`config.mk`:
```
export PLATFORM = sky130hd
export DESIGN_NAME = dec16_timer
export DESIGN_NICKNAME = d
export VERILOG_FILES = /design/src/rtl/dec16_timer.sv
export SDC_FILE = /design/constraint.sdc
export NUM_CORES = 1
export LEC_CHECK = 0
export ABC_AREA = 1
export CAP_MARGIN = 20
export CORE_ASPECT_RATIO = 1.25
export CORE_MARGIN = 3
export CORE_UTILIZATION = 38
export CTS_CLUSTER_DIAMETER = 40
export CTS_CLUSTER_SIZE = 12
export DETAILED_ROUTE_END_ITERATION = 8
export SETUP_SLACK_MARGIN = 0.5
export SYNTH_ARGS = -nofsm -noshare
export SYNTH_HDL_FRONTEND = slang
export SYNTH_SLANG_ARGS = --single-unit
```
`constraint.sdc`:
```
create_clock -name clk -period 3.39 [get_ports clk]
set_clock_uncertainty 0.05 [all_clocks]
set_input_delay 0.678 -clock clk [delete_from_list [all_inputs] [get_ports clk]]
set_output_delay 0.678 -clock clk [all_outputs]
set_load 0.03 [all_outputs]
```
`src/rtl/dec16_timer.sv`:
```
// dec16_timer: loadable countdown timer with one-shot or auto-reload expiry.
//
// Holds a reload value and a live count. While running, the count drops by
// one on every cycle with en high. When an enabled cycle sees count == 1 the
// timer expires: done pulses for one cycle and the count either reloads
// (auto_reload with a non-zero reload value) or goes to 0 and the timer idles.
//
// Ports:
//   clk          rising-edge clock
//   rst_n        synchronous active-low reset (clears state, count, reload)
//   load         capture load_val into the reload register and the count
//   load_val     value written by load
//   start        begin counting (IDLE only); count == 0 gives an immediate done
//   stop         abort counting (RUN only); count holds
//   en           count-enable tick
//   auto_reload  on expiry, reload and keep running
//   count        current count (registered)
//   busy         high while running
//   done         one-cycle expiry pulse (registered)
module dec16_timer #(
  parameter int WIDTH = 16
) (
  input  logic             clk,
  input  logic             rst_n,
  input  logic             load,
  input  logic [WIDTH-1:0] load_val,
  input  logic             start,
  input  logic             stop,
  input  logic             en,
  input  logic             auto_reload,
  output logic [WIDTH-1:0] count,
  output logic             busy,
  output logic             done
);

  typedef enum logic {
    IDLE = 1'b0,
    RUN  = 1'b1
  } state_t;

  state_t           state, state_nxt;
  logic [WIDTH-1:0] reload, reload_nxt;
  logic [WIDTH-1:0] count_nxt;
  logic             done_nxt;

  // Decrement as count + all-ones with carry-in 0, built as a ripple chain of
  // full-adder cells. The carry out of the top bit is the mod-2^WIDTH overflow
  // and is deliberately not formed.
  localparam logic [WIDTH-1:0] ONES = '1;

  logic [WIDTH-1:0] dec;
  logic [WIDTH-1:0] carry;

  assign carry[0] = 1'b0;

  for (genvar i = 0; i < WIDTH; i++) begin : g_fa
    assign dec[i] = count[i] ^ ONES[i] ^ carry[i];
    if (i < WIDTH - 1) begin : g_carry
      assign carry[i+1] = (count[i] & ONES[i]) | (count[i] & carry[i]) |
                          (ONES[i] & carry[i]);
    end
  end

  always_comb begin
    state_nxt  = state;
    count_nxt  = count;
    reload_nxt = reload;
    done_nxt   = 1'b0;

    if (load) begin
      reload_nxt = load_val;
      count_nxt  = load_val;
      state_nxt  = IDLE;
    end else begin
      unique case (state)
        IDLE: begin
          if (start) begin
            // A zero count is a zero-length timer: expire without running.
            if (count != '0) state_nxt = RUN;
            else             done_nxt  = 1'b1;
          end
        end
        RUN: begin
          if (stop) begin
            state_nxt = IDLE;
          end else if (en) begin
            // Terminal case is tested first so the count never wraps
            // through 0 to all-ones while running.
            if (count == WIDTH'(1)) begin
              done_nxt = 1'b1;
              if (auto_reload && reload != '0) begin
                count_nxt = reload;
              end else begin
                count_nxt = '0;
                state_nxt = IDLE;
              end
            end else begin
              count_nxt = dec;
            end
          end
        end
        default: state_nxt = IDLE;
      endcase
    end
  end

  always_ff @(posedge clk) begin
    if (!rst_n) begin
      state  <= IDLE;
      count  <= '0;
      reload <= '0;
      done   <= 1'b0;
    end else begin
      state  <= state_nxt;
      count  <= count_nxt;
      reload <= reload_nxt;
      done   <= done_nxt;
    end
  end

  assign busy = (state == RUN);

endmodule

```
Met3 routing:
Cells faint in the background.
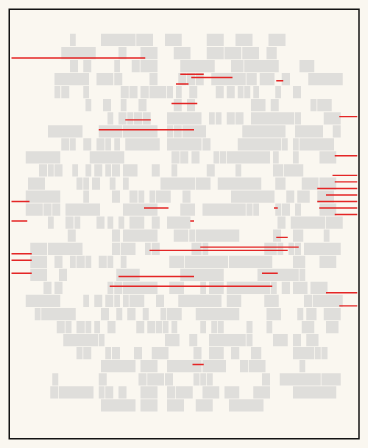
main direction = horizontal
longest straight run = 33.6 um
wire length on this layer = 263 um
total wire length: 5.89 mm
met3 GRT Util: 3.15%

Track usage over the die:
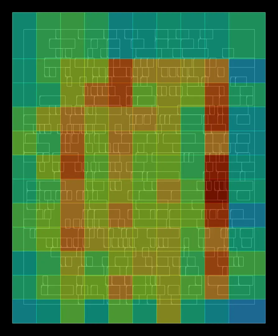
Util after Layout: 54.3%
Global Route met1 Usage: 27.5%
GR Util met2: 28.9%
routed len/inst: 15.1 um
GRT Total Usage: 19.2%

Clock wires, drivers and flops:
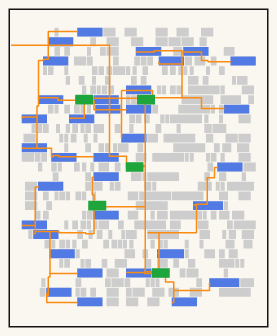
orange -> clock wires  # length 541 um
green -> clock-net drivers  # count 5
blue -> flip-flops  # count 34
flops lie = all over the die

M1 wires:
Bar = 20 um. Supply wires on this layer in gray.
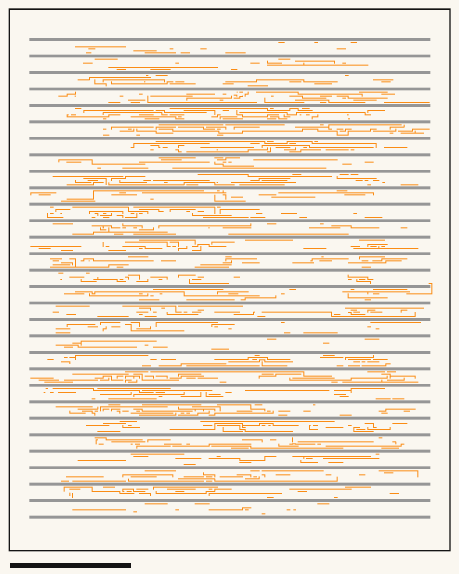
share of all routed wire = 47%
nets with wire on the layer = 324
wire length on this layer = 2800 um
main direction = horizontal
longest straight run = 25.3 um
routed via count: 2028

Signal wires on met2:
Bar = 20 um.
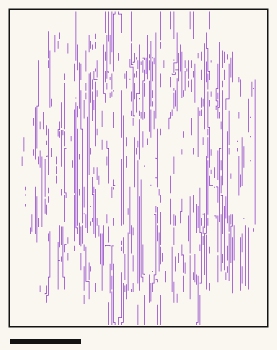
main direction = vertical
share of all routed wire = 46%
nets with wire on the layer = 269
wire length on this layer = 2720 um

==> per-stage QoR <==
step | cell area (sq um) | hold slack, ps
2_1_floorplan | 2290 | 397
3_3_place_gp | 2680 | 414
4_1_cts | 2810 | 429
3_5_place_dp | 2680 | 416
6_report | 2840 | 428
5_1_grt | 2840 | 439
==> how the worst max path moves through the flow <==
stage	start	end	cells after the start
after floorplan	count[0]	count[15]	19
after global placement	count[0]	count[15]	19
after detailed placement	count[0]	count[15]	19
after CTS	count[1]	count[15]	19
after global routing	count[1]	count[15]	19
final	count[1]	count[15]	19
==> state kept, by name, summed over array words and instances, names as in the netlist <==
register / cells
busy: 1
done: 1
count: 16
reload: 16
==> cells in the mapped netlist (all sizes together) <==
library cell | count | area [sq um]
o21ai | 32 | 160
nor2 | 20 | 97.6
dfxtp | 34 | 681
buf | 10 | 70.1
ha | 15 | 188
nand3b | 1 | 7.51
a31oi | 1 | 21.3
nand4 | 1 | 6.26
or2 | 1 | 6.26
clkbuf | 7 | 26.3
a21oi | 50 | 325
xnor2 | 1 | 8.76
nand2 | 43 | 164
inv | 38 | 145
nand3 | 37 | 198
==> logic make-up (layout without fill, tap and decap cells) <==
group	after synthesis	after routing
and+or+nand+nor	103	103
AOI/OAI and AO/OA	83	83
buffers and inverters	55	92
DFF	34	34
adders and majority gates	15	15
xor gates and xnor gates	1	1
==> layout make-up <==
class                      instances  area, sq um
multi-input combinational        202         1380
clock buffer                       8          101
fill                             548         2390
inverter                          38          148
sequential                        34          689
tap                               62         77.6
timing repair buffer              46          440
==> routing by layer <==
layer / up-vias / global-route usage (%)
li1: 1041 / -
met1: 935 / 27.5
met2: 42 / 28.9
met3: 10 / 3.15
met4: 0 / 7.21
met5: - / 0
==> results.yml <==
# generated from flow reports
synth:
  ys_seq_share_pct: 32.3
  ys_sh_aoi_pct: 24.1
  avgSynthCellArea_sq_um: 7.23
  synth_cell_types: 27
  ys_sh_adder_pct: 8.92
  syn_inst: 291
  ys_ff: 34
  ys_sh_mux_pct: 0
  post_synth_and_or_nand_nor_area_fraction_pct: 22.8
  yosys_cells: 291
  synth-xor-area-share_pct: 0.416
  syn_area_sq_um: 2100
  synth.logic.top_family: "AND-OR/OR-AND gates"
  yosysWarnings: 0
  ys_chip_area_sq_um: 2100
  fp_nets: 329
timing:
  tightest_slew_ps: 727
  slew_violations: 0
  rsz0062_at_grt: "yes"
  tns_ps: 0
  post-route-min-period_ps: 3070
  layout_setup_ws_ps: 319
  post-route-period-util_pct: 90.6
  hold_viol_final: 0
  clock.fmax_mhz: 326
  setup_viol: 0
  max_slew_margin_pct: 51.5
place:
  hpwl_mm: 4.15
  placed_cells: 378
  dp_slack_ps: 298
  portBuffers: 40
  gp_congestion: 0.756
clocking:
  htree_levels: 2
  ctsHoldBuffers: 0
  cts_sinks: 34
  clk_path_buf_depth: 2
  clk_latency_ps: 290
  cts_tree: "yes"
  path_clk_slew_ps: 70
  cts_buffers: 5
  cts_root_buf: "clkbuf_8"
  cts_resized: 1
  post_cts_buffers: 3
die:
  core_sq_um: 5230
  chipArea_sq_um: 6470
  die_x_um: 72.6
  fp-utilization_pct: 40.3
  row_count: 29
  die_h_um: 89.2
  ios: 41
min_path:
  hp-start: "reload[1]"
  hold_path_class: "flop to flop"
  min_path_cells: 2
  min_to: "reload[1]"
grt:
  grt_start_max_net_pins: 33
  antenna_found_initial: 0
  gr-total-overflow: 0
  grt_pass1_vias: 1880
  grt_pass1_wl_mm: 9.55
worst_setup_path:
  worstSetupPathType: "flop to flop"
  cp.required_ps: 3570
  rr_endpoint: "count[15]"
  critPathLaunchType: "flop"
  reg2reg_from: "count[1]"
  cp.arrival_ps: 3250
  crit_path_max_incr_delay_ps: 360
  worstPathCellList: "inv_4 -> ha_4 -> ha_4 -> ha_4 -> ha_4 -> ha_4 -> ha_4 -> ha_4 -> ha_4 -> ha_4 -> ha_4 -> ha_4 -> ha_4 -> ha_4 -> ha_4 -> xnor2_2 -> a21oi_2 -> nand2_1 -> a21oi_2"
  crit_fanout: 2
  critPathCaptureType: "flop"
  reg2reg_depth: 19
  cpLargestDelayFamily: "adder cells"
  slowest_stage: "dfxtp_4"
  crit_top_cell: "ha_4"
  r2r_slack_ps: 320
  crit_buf_inv: 1
flow_run:
  maxCapViolCount: 0
  warning_count: 30
power:
  power.internal_uw: 777
  combinationalPower_uw: 347
  combPwrFrac_pct: 30.2
  p_sw_uw: 370
  swShare_pct: 32.2
  clkPwrFrac_pct: 29.9
  irDropWorstVdd_uv: 301
  powerClk_uw: 343
  p_per_area_nw_per_um2: 404
  p_leak_uw: 0.000985
  powerSeq_uw: 457
  power.group.top: "registers"
  finalPower_uw: 1150
  p_seq_share_pct: 39.8
routing:
  routed-wl-met3_um: 262
  top_layer: "met4"
  wl_met1_mm: 2.80
  drt_drc_violations_left: 0
  first_pass_iters: 4
  drtAntennaViolNets: 0
  drtIter0Drc: 110
  avgViaCountPerCell: 5.20
  wl_met2_mm: 2.72
final_layout:
  mostFrequentLayoutCell: "nand2_1"
  drive_gt1_share_pct: 21.0
  num-nets-final: 365
  lay_top_cells: "nand2_1 (42), clkdlybuf4s50_1 (39), nand3_1 (36), inv_1 (32), dfxtp_1 (31)"
  diodes: 0
  area_growth_pct: 34.8
  fin_cells: 390
outcome:
  outcome: "finished, final reports clean"
Power and IR drop assume default switching activity.
